**Run 1: clock network drawn from the DEF**

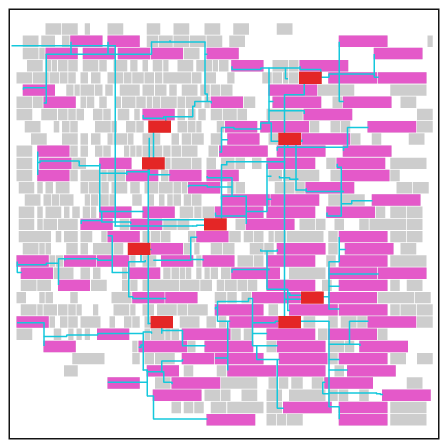
**Run 1: power grid**

Pins as bars on the die edge. Tap cells in grey.
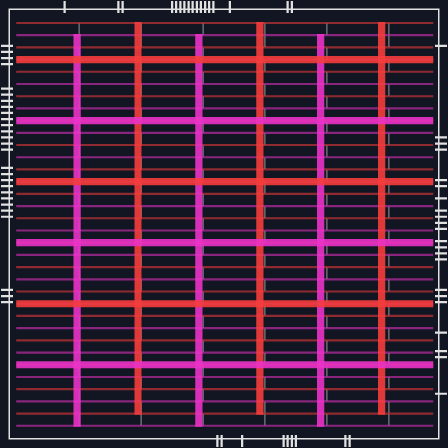
**Run 1: routing congestion map**

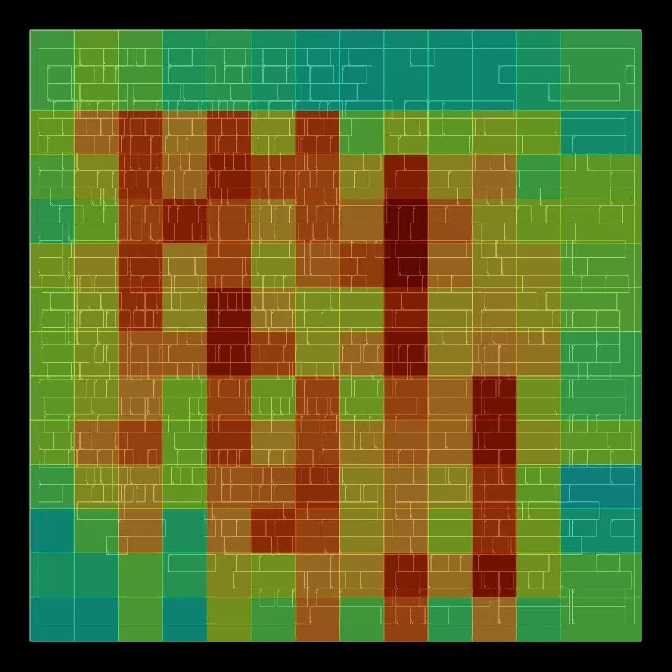
**Run 1: cells coloured by class**

Scale bar: 20 um.
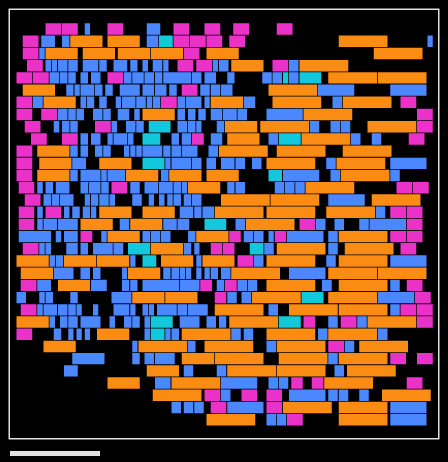
`src/rtl/glb_reader_if.sv`:
```
// Valid/ready word stream from glb_reader toward the X-bus controller's G2B data input.
interface glb_reader_if #(
  parameter int DATA_WIDTH = 16
);
  logic [DATA_WIDTH-1:0] data;
  logic                  valid;
  logic                  ready;
  logic                  last;

  modport master (output data, output valid, output last, input ready);
  modport slave  (input data, input valid, input last, output ready);
endinterface

```
`src/rtl/glb_reader.sv`:
```
// GLB read initiator: resets the memory macro, then streams (base, length) requests through a skid FIFO.
// Optional abort input is enabled by defining GLB_READER_ABORT_EN.
module glb_reader #(
  parameter int  DATA_WIDTH = 16,
  parameter int  GLB_DEPTH  = 1024,
  parameter int  RD_LATENCY = 2,
  localparam int AW         = $clog2(GLB_DEPTH)
) (
  input  logic                  clk,
  input  logic                  rst_n,
  input  logic                  start,
  input  logic [AW-1:0]         base_addr,
  input  logic [AW:0]           length,
  output logic                  busy,
  output logic                  done,
  output logic                  glb_rst,
  input  logic                  glb_rst_busy,
  output logic                  glb_en,
  output logic                  glb_wen,
  output logic [AW-1:0]         glb_addr,
  input  logic [DATA_WIDTH-1:0] glb_data_out,
`ifdef GLB_READER_ABORT_EN
  input  logic                  abort,
`endif
  glb_reader_if.master          m
);

  localparam int FIFO_DEPTH = RD_LATENCY + 2;
  localparam int PW = $clog2(FIFO_DEPTH);
  localparam int CW = $clog2(FIFO_DEPTH + 1);
  localparam logic [AW-1:0] LAST_ADDR = AW'(GLB_DEPTH - 1);
  localparam logic [PW-1:0] LAST_SLOT = PW'(FIFO_DEPTH - 1);

  typedef enum logic [2:0] {
    INIT_RST,
    INIT_WAIT,
    IDLE,
    RUN,
    DRAIN
`ifdef GLB_READER_ABORT_EN
    , ABORT
`endif
  } state_t;

  state_t state, state_next;

  logic [AW-1:0]         addr_q;
  logic [AW:0]           remaining;
  logic [CW-1:0]         inflight;
  logic [CW-1:0]         fifo_count;
  logic [RD_LATENCY-1:0] pipe_v;
  logic [RD_LATENCY-1:0] pipe_last;
  logic [DATA_WIDTH-1:0] fifo_data [FIFO_DEPTH];
  logic [FIFO_DEPTH-1:0] fifo_last;
  logic [PW-1:0]         wr_ptr;
  logic [PW-1:0]         rd_ptr;
  logic                  done_q;

  logic accept_req;
  logic zero_req;
  logic credit_ok;
  logic flush;
  logic issue;
  logic push;
  logic pop;
  logic last_accept;

`ifdef GLB_READER_ABORT_EN
  logic [1:0] abort_cnt;
`endif

  function automatic logic [PW-1:0] ptr_inc(input logic [PW-1:0] p);
    return (p == LAST_SLOT) ? '0 : p + 1'b1;
  endfunction

  always_comb begin
    accept_req  = (state == IDLE) && start && (length != '0);
    zero_req    = (state == IDLE) && start && (length == '0);
    credit_ok   = (32'(inflight) + 32'(fifo_count)) < 32'(FIFO_DEPTH);
`ifdef GLB_READER_ABORT_EN
    flush       = abort && ((state == RUN) || (state == DRAIN));
`else
    flush       = 1'b0;
`endif
    issue       = (state == RUN) && credit_ok && !flush;
    push        = pipe_v[RD_LATENCY-1] && !flush;
    pop         = m.valid && m.ready;
    last_accept = pop && m.last;
  end

  always_ff @(posedge clk) begin
    if (!rst_n) begin
      state <= INIT_RST;
    end else begin
      state <= state_next;
    end
  end

  always_comb begin
    state_next = state;
    unique case (state)
      INIT_RST:  state_next = INIT_WAIT;
      INIT_WAIT: if (!glb_rst_busy) state_next = IDLE;
      IDLE:      if (accept_req) state_next = RUN;
      RUN:       if (issue && (remaining == (AW+1)'(1))) state_next = DRAIN;
      DRAIN:     if (last_accept) state_next = IDLE;
`ifdef GLB_READER_ABORT_EN
      ABORT:     if (abort_cnt == 2'(RD_LATENCY - 1)) state_next = IDLE;
`endif
      default:   state_next = INIT_RST;
    endcase
`ifdef GLB_READER_ABORT_EN
    if (flush) state_next = ABORT;
`endif
  end

`ifdef GLB_READER_ABORT_EN
  // Counts the cycles during which stale GLB returns are still arriving after an abort.
  always_ff @(posedge clk) begin
    if (!rst_n || (state != ABORT)) begin
      abort_cnt <= '0;
    end else begin
      abort_cnt <= abort_cnt + 2'd1;
    end
  end
`endif

  always_ff @(posedge clk) begin
    if (!rst_n) begin
      addr_q    <= '0;
      remaining <= '0;
    end else if (accept_req) begin
      addr_q    <= base_addr;
      remaining <= length;
    end else if (issue) begin
      addr_q    <= (addr_q == LAST_ADDR) ? '0 : addr_q + 1'b1;
      remaining <= remaining - 1'b1;
    end
  end

  // Each stage mirrors one cycle of GLB read latency, carrying the last-word flag alongside.
  always_ff @(posedge clk) begin
    if (!rst_n || flush) begin
      pipe_v    <= '0;
      pipe_last <= '0;
    end else begin
      pipe_v[0]    <= issue;
      pipe_last[0] <= issue && (remaining == (AW+1)'(1));
      for (int i = 1; i < RD_LATENCY; i++) begin
        pipe_v[i]    <= pipe_v[i-1];
        pipe_last[i] <= pipe_last[i-1];
      end
    end
  end

  always_ff @(posedge clk) begin
    if (!rst_n || flush) begin
      inflight <= '0;
    end else begin
      unique case ({issue, push})
        2'b10:   inflight <= inflight + CW'(1);
        2'b01:   inflight <= inflight - CW'(1);
        default: inflight <= inflight;
      endcase
    end
  end

  always_ff @(posedge clk) begin
    if (!rst_n) begin
      wr_ptr     <= '0;
      rd_ptr     <= '0;
      fifo_count <= '0;
      fifo_last  <= '0;
      for (int i = 0; i < FIFO_DEPTH; i++) begin
        fifo_data[i] <= '0;
      end
    end else if (flush) begin
      wr_ptr     <= '0;
      rd_ptr     <= '0;
      fifo_count <= '0;
    end else begin
      if (push) begin
        fifo_data[wr_ptr] <= glb_data_out;
        fifo_last[wr_ptr] <= pipe_last[RD_LATENCY-1];
        wr_ptr            <= ptr_inc(wr_ptr);
      end
      if (pop) begin
        rd_ptr <= ptr_inc(rd_ptr);
      end
      unique case ({push, pop})
        2'b10:   fifo_count <= fifo_count + CW'(1);
        2'b01:   fifo_count <= fifo_count - CW'(1);
        default: fifo_count <= fifo_count;
      endcase
    end
  end

  always_ff @(posedge clk) begin
    if (!rst_n) begin
      done_q <= 1'b0;
    end else begin
      done_q <= zero_req || ((state == DRAIN) && last_accept);
    end
  end

  // The issue credit must keep the FIFO from ever being pushed while full.
  assert property (@(posedge clk) disable iff (!rst_n)
                   !(push && !pop && (fifo_count == CW'(FIFO_DEPTH))));

  assign busy     = (state != IDLE);
  assign done     = done_q;
  assign glb_rst  = (state == INIT_RST);
  assign glb_en   = issue;
  assign glb_wen  = 1'b0;
  assign glb_addr = addr_q;

  assign m.data   = fifo_data[rd_ptr];
  assign m.valid  = (fifo_count != '0);
  assign m.last   = m.valid && fifo_last[rd_ptr];

endmodule

```
`src/flat_wrapper.sv`:
```
// flat-port wrapper written by rule: the top's interface ports become plain ports
module glb_reader_flat 
#(
  parameter int  DATA_WIDTH = 16,
  parameter int  GLB_DEPTH  = 1024,
  parameter int  RD_LATENCY = 2,
  localparam int AW         = $clog2(GLB_DEPTH)
)
  (clk, rst_n, start, base_addr, length, busy, done, glb_rst, glb_rst_busy, glb_en, glb_wen, glb_addr, glb_data_out, m_data, m_valid, m_last, m_ready);
  glb_reader_if #(.DATA_WIDTH(DATA_WIDTH)) m_i ();
  input  logic clk;
  input  logic rst_n;
  input  logic start;
  input  logic [AW-1:0] base_addr;
  input  logic [AW:0] length;
  output logic busy;
  output logic done;
  output logic glb_rst;
  input  logic glb_rst_busy;
  output logic glb_en;
  output logic glb_wen;
  output logic [AW-1:0] glb_addr;
  input  logic [DATA_WIDTH-1:0] glb_data_out;
  output wire logic [$bits(m_i.data)-1:0] m_data;
  output wire logic [$bits(m_i.valid)-1:0] m_valid;
  output wire logic [$bits(m_i.last)-1:0] m_last;
  input wire logic [$bits(m_i.ready)-1:0] m_ready;
  assign m_data = m_i.data;
  assign m_valid = m_i.valid;
  assign m_last = m_i.last;
  assign m_i.ready = m_ready;
  glb_reader #(.DATA_WIDTH(DATA_WIDTH), .GLB_DEPTH(GLB_DEPTH), .RD_LATENCY(RD_LATENCY)) u_core (.clk(clk), .rst_n(rst_n), .start(start), .base_addr(base_addr), .length(length), .busy(busy), .done(done), .glb_rst(glb_rst), .glb_rst_busy(glb_rst_busy), .glb_en(glb_en), .glb_wen(glb_wen), .glb_addr(glb_addr), .glb_data_out(glb_data_out), .m(m_i));
endmodule
```
`config.mk`:
```
export PLATFORM = sky130hd
export DESIGN_NAME = glb_reader_flat
export DESIGN_NICKNAME = d
export VERILOG_FILES = /design/src/rtl/glb_reader_if.sv /design/src/rtl/glb_reader.sv /design/src/flat_wrapper.sv
export SDC_FILE = /design/constraint.sdc
export NUM_CORES = 1
export LEC_CHECK = 0
export CORE_UTILIZATION = 59
export CTS_CLUSTER_DIAMETER = 200
export CTS_CLUSTER_SIZE = 16
export DETAILED_ROUTE_END_ITERATION = 8
export PLACE_DENSITY = 0.9
export SKIP_CTS_REPAIR_TIMING = 1
export SYNTH_ARGS = -nofsm -noshare
export SYNTH_HDL_FRONTEND = slang
export SYNTH_SLANG_ARGS = --single-unit
```
`constraint.sdc`:
```
create_clock -name clk -period 4.3 [get_ports clk]
set_clock_uncertainty 0.1 [all_clocks]
set_input_delay 0.86 -clock clk [delete_from_list [all_inputs] [get_ports clk]]
set_output_delay 0.86 -clock clk [all_outputs]
set_load 0.01 [all_outputs]
```
==> flow_summary.yaml, run 1 <==
# flow metrics
sta:
  worst_slack_ns: 0.6971
  fin_crit_ns: 3.603
  setup_viol: 0
  finalHoldViolations: 0
  slew_violations: 0
  fmax_mhz: 277.6
  period_used_share: 0.8379
  worst_pin_slew_ns: 0.8293
  fin_hold_ws_ns: 0.3455
  final.setup.tns_ns: 0
  maxSlewHeadroom: 0.4464
  rsz0062_at_grt: "false"
worst_hold_path:
  min_path_type: "flop to flop"
finish:
  final_cells: 630
  nets: 576
  layout_top_cell: "clkdlybuf4s50_1"
  drive_above_1_share: 0.09905
  largest_reg_flops: 64
  largest_register: "u_core.fifo_data"
  syn_to_final_growth_pct: 20.00
  layout_top_cells: "73 x clkdlybuf4s50_1, 64 x edfxtp_1, 54 x and2_1, 45 x dfxtp_1, 31 x a21oi_1"
  n_antenna_cell: 0
  final_cell_area_sq_um: 6172
floorplanning:
  die_height_um: 95.37
  die_w_um: 95.37
  rows: 33
  dieArea_sq_um: 9095
  io_pins: 75
  core_sq_um: 8341
  fp-utilization: 0.6167
pwr:
  irDropWorstVdd_uv: 202.3
  power.density_nw_per_um2: 332.0
  p_leak_nw: 2.232
  finalPower_mw: 2.049
placed_design:
  hpwlAfterDp_mm: 7.883
  dp_worst_setup_slack_ns: 1.141
  dp_cells: 614
  dpl_cell_area_sq_um: 5989
  gp_congestion: 0.8238
  portBuffers: 73
logic_synthesis:
  synth_cell_types: 56
  synth_top_cell_by_area: "edfxtp_1"
  async_reset_ff_frac: 0
  syn_nets: 504
  synth_top_area_share: 0.3736
  aoi_share: 0.08733
  yosys_area_sq_um: 5144
  ys_sh_xor: 0.01362
  simple_gate_area_frac: 0.2002
  yosysWarnings: 0
  synth_seq_share: 0.5488
  synth_cells: 448
  topCellsByArea: "edfxtp_1 37%, dfxtp_1 18%, mux4_2 7.4%"
  yosys-stat-cells: 448
  synth.avg_cell_area_sq_um: 11.48
  synth.cellmix.adderShare: 0.03697
  ys_ff: 109
  synth_area_sq_um: 5144
  synthMuxAreaShare: 0.07833
  enable_flop_cells: 64
  synthTopLogicFamily: "simple AND/OR/NAND/NOR gates"
  flop_cell: "edfxtp_1"
clock_tree:
  h-tree-depth: 3
  cts_made_buffers: 9
  cts_root_buf: "clkbuf_8"
  cts_tree: "built"
  cts_buffer_depth: 2
  path_clk_slew_ns: 0.10
  cts_sinks: 109
worst_setup_path:
  start_kind: "flop"
  worstPathArrival_ns: 2.64
  worstSetupPathType: "flop to primary output"
  path_max_fanout: 16
  critical_path_required_ns: 3.34
  crit_path_end_kind: "primary output"
global_route:
  track_usage: 0.2656
  antenna_found_initial: 0
  grt_max_degree: 30
  grt_pass1_vias: 3744
  grt-ovfl-total: 0
  grt_first_pass_wirelength_mm: 18.06
job:
  cap_violations: 0
  warnings: 30
detailed_routing:
  vias: 3778
  drt_iter0_markers: 273
  ant_nets: 0
  wirelength_mm: 11.45
  vias_per_cell: 5.997
  drc: 0
  dr.pass1.iters: 5
outcome:
  status: "completed"
-- 'clock network drawn from the DEF' (at the start) --
Key: clock-net drivers = red [count 9]; flip-flops = magenta [count 109]; clock wires = cyan [length 1100 um]
There are 10 routed clock nets.
Latency at later pin: 0.37 ns
clock-net power: 585 uW
clock power share: 0.286

-- 'power grid' (at the start) --
Key: VDD = red; VSS = magenta
The core has 33 rows. 6 straps on met5. 34 met1 rails follow the rows. 75 signal pins sit on the boundary.

-- 'routing congestion map' (at the start) --
gr busiest metal: met2
Finished Core Util: 0.7400
post-DR wirelength/cell: 18.17 um
grt met3 use: 0.03907

-- 'cells coloured by class' (at the start) --
Key: remaining logic cells = blue [cells 315]; remaining buffers and delay cells = magenta [cells 85]; registers = orange [cells 109]; clock drivers and dummy loads = cyan [cells 16]

[run 1: critical path, stage by stage, from the launching register on]
cell	delay [ns]
dfxtp_1	0.42
ha_1	0.26
nor3_1	0.31
nand3_2	0.37
inv_2	0.33
clkdlybuf4s50_1	0.60
[run 1: Yosys cell counts (12+ instances only)]
library cell,n
nand2_1,25
inv_1,15
nand3_1,18
edfxtp_1,64
nor2_1,22
a21oi_1,31
dfxtp_1,45
ha_1,12
nor3_1,15
and2_1,54
and3_1,18
clkbuf_1,13
mux4_2,17
[run 1: routing by layer]
layer,wire [um],part of all wire,GRT usage
met1,4676,0.41,0.3235
met2,5901,0.52,0.4696
met3,662,0.058,0.03907
met4,207,0.018,0.1119
met5,0,0,0
[run 1: power by group]
part / leakage, nW / switching [mW] / internal, mW
logic: 1.11 / 0.140 / 0.139
registers: 1.03 / 0.0369 / 1.15
clock network: 0.0934 / 0.362 / 0.223
total: 2.23 / 0.540 / 1.51
[run 1: layout make-up]
class                      instances  area, sq um
multi-input combinational        298         2151
clock buffer                      10        127.6
tap                              105        131.4
inverter                          17        63.81
timing repair buffer              85        820.8
sequential                       109         2823
clock inverter                     6        55.05
fill                             554         2168
[run 1: worst paths after layout]
| path | start | cells past startpoint | slack [ns] | end |
|---|---|---|---|---|
| worst max-delay path | u_core.fifo_count[2] | 5 | 0.70 | glb_en |
| worst min-delay path | u_core.pipe_last[0] | 1 | 0.35 | u_core.pipe_last[1] |
| worst max register to register | u_core.fifo_count[2] | 9 | 1.63 | u_core.inflight[2] |
| worst min register to register | u_core.pipe_last[0] | 1 | 0.35 | u_core.pipe_last[1] |
**Run 1: register map, names as in the netlist**

Other sequential cells in the stronger grey, the rest of the logic in the fainter grey.
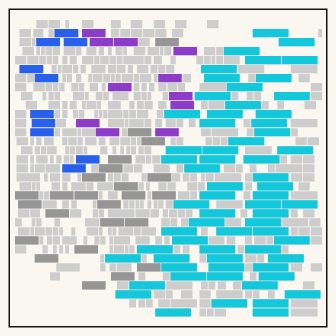

==> run 2, diff against run 1 <==
--- a/config.mk
+++ b/config.mk
@@ -5,11 +5,11 @@
 export SDC_FILE = /design/constraint.sdc
 export NUM_CORES = 1
 export LEC_CHECK = 0
-export CORE_UTILIZATION = 59
+export CORE_UTILIZATION = 54
 export CTS_CLUSTER_DIAMETER = 200
 export CTS_CLUSTER_SIZE = 16
 export DETAILED_ROUTE_END_ITERATION = 8
-export PLACE_DENSITY = 0.9
+export PLACE_DENSITY = 0.83
 export SKIP_CTS_REPAIR_TIMING = 1
 export SYNTH_ARGS = -nofsm -noshare
 export SYNTH_HDL_FRONTEND = slang
==> constraint.sdc (replaced) <==
create_clock -name clk -period 3.55 [get_ports clk]
set_clock_uncertainty 0.1 [all_clocks]
set_input_delay 0.71 -clock clk [delete_from_list [all_inputs] [get_ports clk]]
set_output_delay 0.71 -clock clk [all_outputs]
set_load 0.01 [all_outputs]
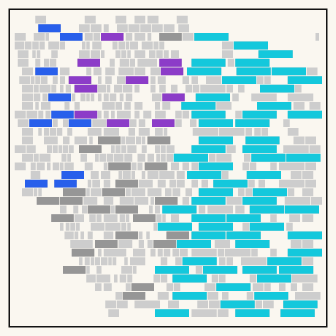
**Above:** run 2 (register map, names as in the netlist).
Other sequential cells in the stronger grey, the rest of the logic in the fainter grey.
Key: u_core.glb_addr = blue [flops 10]; u_core.fifo_data = cyan [flops 64]; u_core.remaining = purple [flops 11]
register area: 2823 sq um
Seq. pwr: 1.43 mW
Finished Core Util: 0.6742

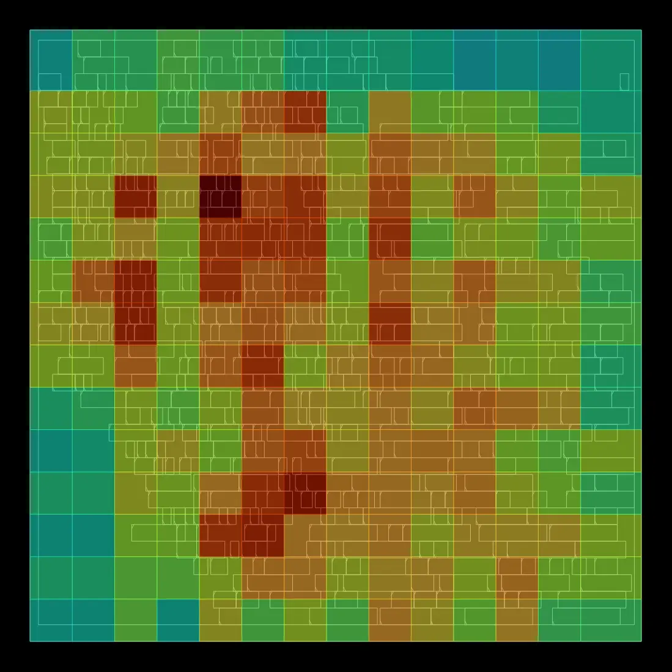
**Above:** run 2 (routing congestion map).
total track usage: 0.2367
grt met3 use: 0.03162
post-DR wirelength/cell: 17.04 um

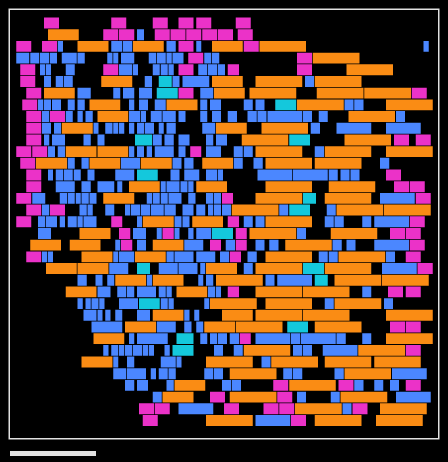
**Above:** run 2 (cells coloured by class).
Scale bar: 20 um.
Key: remaining buffers and delay cells = magenta [cells 87]; clock drivers and dummy loads = cyan [cells 16]; remaining logic cells = blue [cells 315]; registers = orange [cells 109]
Finished Cell Area: 6230 sq um
FP Rows: 35
core footprint: 9240 sq um
Seq area share: 0.4531

==> flow_summary.yaml, run 2 <==
# flow metrics
pwr:
  p_clk_frac: 0.295
  combPwrFrac: 0.135
  largestPowerGroup: "registers"
  power.density_nw_per_um2: 404.1
  clock_net_power_uw: 744
  swShare: 0.2637
  p_sw_uw: 663.8
  comb_cell_power_uw: 341
  seq_power_share: 0.569
  finalPower_mw: 2.518
  irDropWorstVdd_uv: 188.1
global_route:
  grt-ovfl-total: 0
  grt_first_pass_wirelength_mm: 18.04
  grt-busiest-layer: "met2"
  grtUsageMet1: 0.2739
  antenna_found_initial: 0
  grt_pass1_vias: 3854
  use_met2: 0.4407
  grt_max_degree: 30
logic_synthesis:
  synth_seq_share: 0.5488
  synth_top_cell_by_area: "edfxtp_1"
  synth_cells: 448
  yosys_area_sq_um: 5144
  synth_top_area_share: 0.3736
  enable_flop_cells: 64
  yosys-stat-cells: 448
  async_reset_ff_frac: 0
  ys_ff: 109
  topCellsByArea: "edfxtp_1 37%, dfxtp_1 18%, mux4_2 7.4%"
  synth_cell_types: 56
  syn_nets: 504
  yosys-top-cells-count: "64 x edfxtp_1, 54 x and2_1, 45 x dfxtp_1"
  yosysWarnings: 0
  synth_area_sq_um: 5144
  flop_cell: "edfxtp_1"
  top_cell: "edfxtp_1"
clock_tree:
  path_clk_slew_ns: 0.10
  cts_made_buffers: 9
  insertion_delay_ns: 0.37
  cts_tree: "built"
  cts_buffer_depth: 2
  cts_root_buf: "clkbuf_8"
  cts_sinks: 109
worst_hold_path:
  min_path_type: "flop to flop"
  min_from: "u_core.pipe_v[0]"
worst_setup_path:
  critical_path_required_ns: 2.74
  start_kind: "flop"
  path_cells: "ha_1 > nor3_1 > nand3_2 > inv_2 > clkdlybuf4s50_1"
  cpLargestDelayFamily: "buffers and inverters"
  worstSetupPathType: "flop to primary output"
  slowest_delay_ns: 0.60
  crit_buf_inv: 2
  path_max_fanout: 13
  crit_path_end_kind: "primary output"
placed_design:
  gp_congestion: 0.8219
  dp_cells: 640
  portBuffers: 73
  hpwlAfterDp_mm: 7.715
sta:
  setup_viol: 0
  fmax_mhz: 318.9
  maxSlewHeadroom: 0.4734
  fin_hold_ws_ns: 0.3464
  fin_crit_ns: 3.136
  final.setup.tns_ns: 0
  worst_pin_slew_ns: 0.7887
  rsz0062_at_grt: "false"
  period_used_share: 0.8833
  slew_violations: 0
finish:
  nets: 578
  layout_top_cells: "73 x clkdlybuf4s50_1, 64 x edfxtp_1, 54 x and2_1, 45 x dfxtp_1, 31 x a21oi_1"
  n_antenna_cell: 0
  syn_to_final_growth_pct: 21.11
  n_fill_cell: 694
  largest_reg_flops: 64
  largest_register: "u_core.fifo_data"
  layout_top_cell: "clkdlybuf4s50_1"
  final_cells: 656
detailed_routing:
  vias_per_cell: 5.864
  wirelength_mm: 11.18
  dr.pass1.iters: 5
  drc: 0
  drt_iter0_markers: 214
  ant_nets: 0
floorplanning:
  die_height_um: 99.60
  fp-utilization: 0.5567
  dieArea_sq_um: 9919
  die_w_um: 99.60
  io_pins: 75
job:
  warnings: 30
  cap_violations: 0
outcome:
  status: "completed"
==> run 2: cell count changes in the layout (fill, tap and decap cells not counted) <==
cell	previous run	this run
buf_4	12	14
clkbuf_1	1	0
inv_8	1	2
clkbuf_8	9	10
clkinv_4	3	1
inv_6	2	3
==> run 2: cells by family after synthesis <==
group                      after synthesis  synth area share
buffers and inverters                   41           0.03405
other                                    1         0.0007290
DFF                                    109            0.5488
AOI/OAI and AO/OA                       71           0.08733
and+or+nand+nor                        185            0.2002
muxes                                   19           0.07833
xor gates and xnor gates                 8           0.01362
adders and majority gates               14           0.03697
==> run 2: stage by stage <==
stage | setup WS [ns] | cell area [sq um]
2_1_floorplan | 1.039 | 5144
3_3_place_gp | 0.7510 | 6035
3_5_place_dp | 0.6788 | 6035
4_1_cts | 0.3885 | 6230
5_1_grt | 0.2201 | 6230
6_report | 0.4143 | 6230
==> run 2: final cells by class <==
cell class / instances / area [sq um] / area share
sequential: 109 / 2823 / 0.4531
multi-input combinational: 298 / 2151 / 0.3452
timing repair buffer: 87 / 835.8 / 0.1342
tap: 129 / 161.4 / 0.02591
clock buffer: 10 / 137.6 / 0.02209
inverter: 17 / 63.81 / 0.01024
clock inverter: 6 / 57.56 / 0.009239
==> run 2: path summary, 6_finish.rpt <==
kind | depth (start not counted) | slack (ns) | to
worst min-delay path | 1 | 0.35 | u_core.pipe_v[1]
worst max-delay path | 5 | 0.41 | glb_en
worst max register to register | 10 | 0.99 | u_core.inflight[2]
worst min register to register | 1 | 0.35 | u_core.pipe_v[1]
==> run 2: metal layers <==
metal | routed length [um] | share of wire
met1 | 4245 | 0.38
met5 | 0 | 0
met2 | 6129 | 0.55
met4 | 205 | 0.018
met3 | 595 | 0.053
Power and IR drop assume default switching activity.
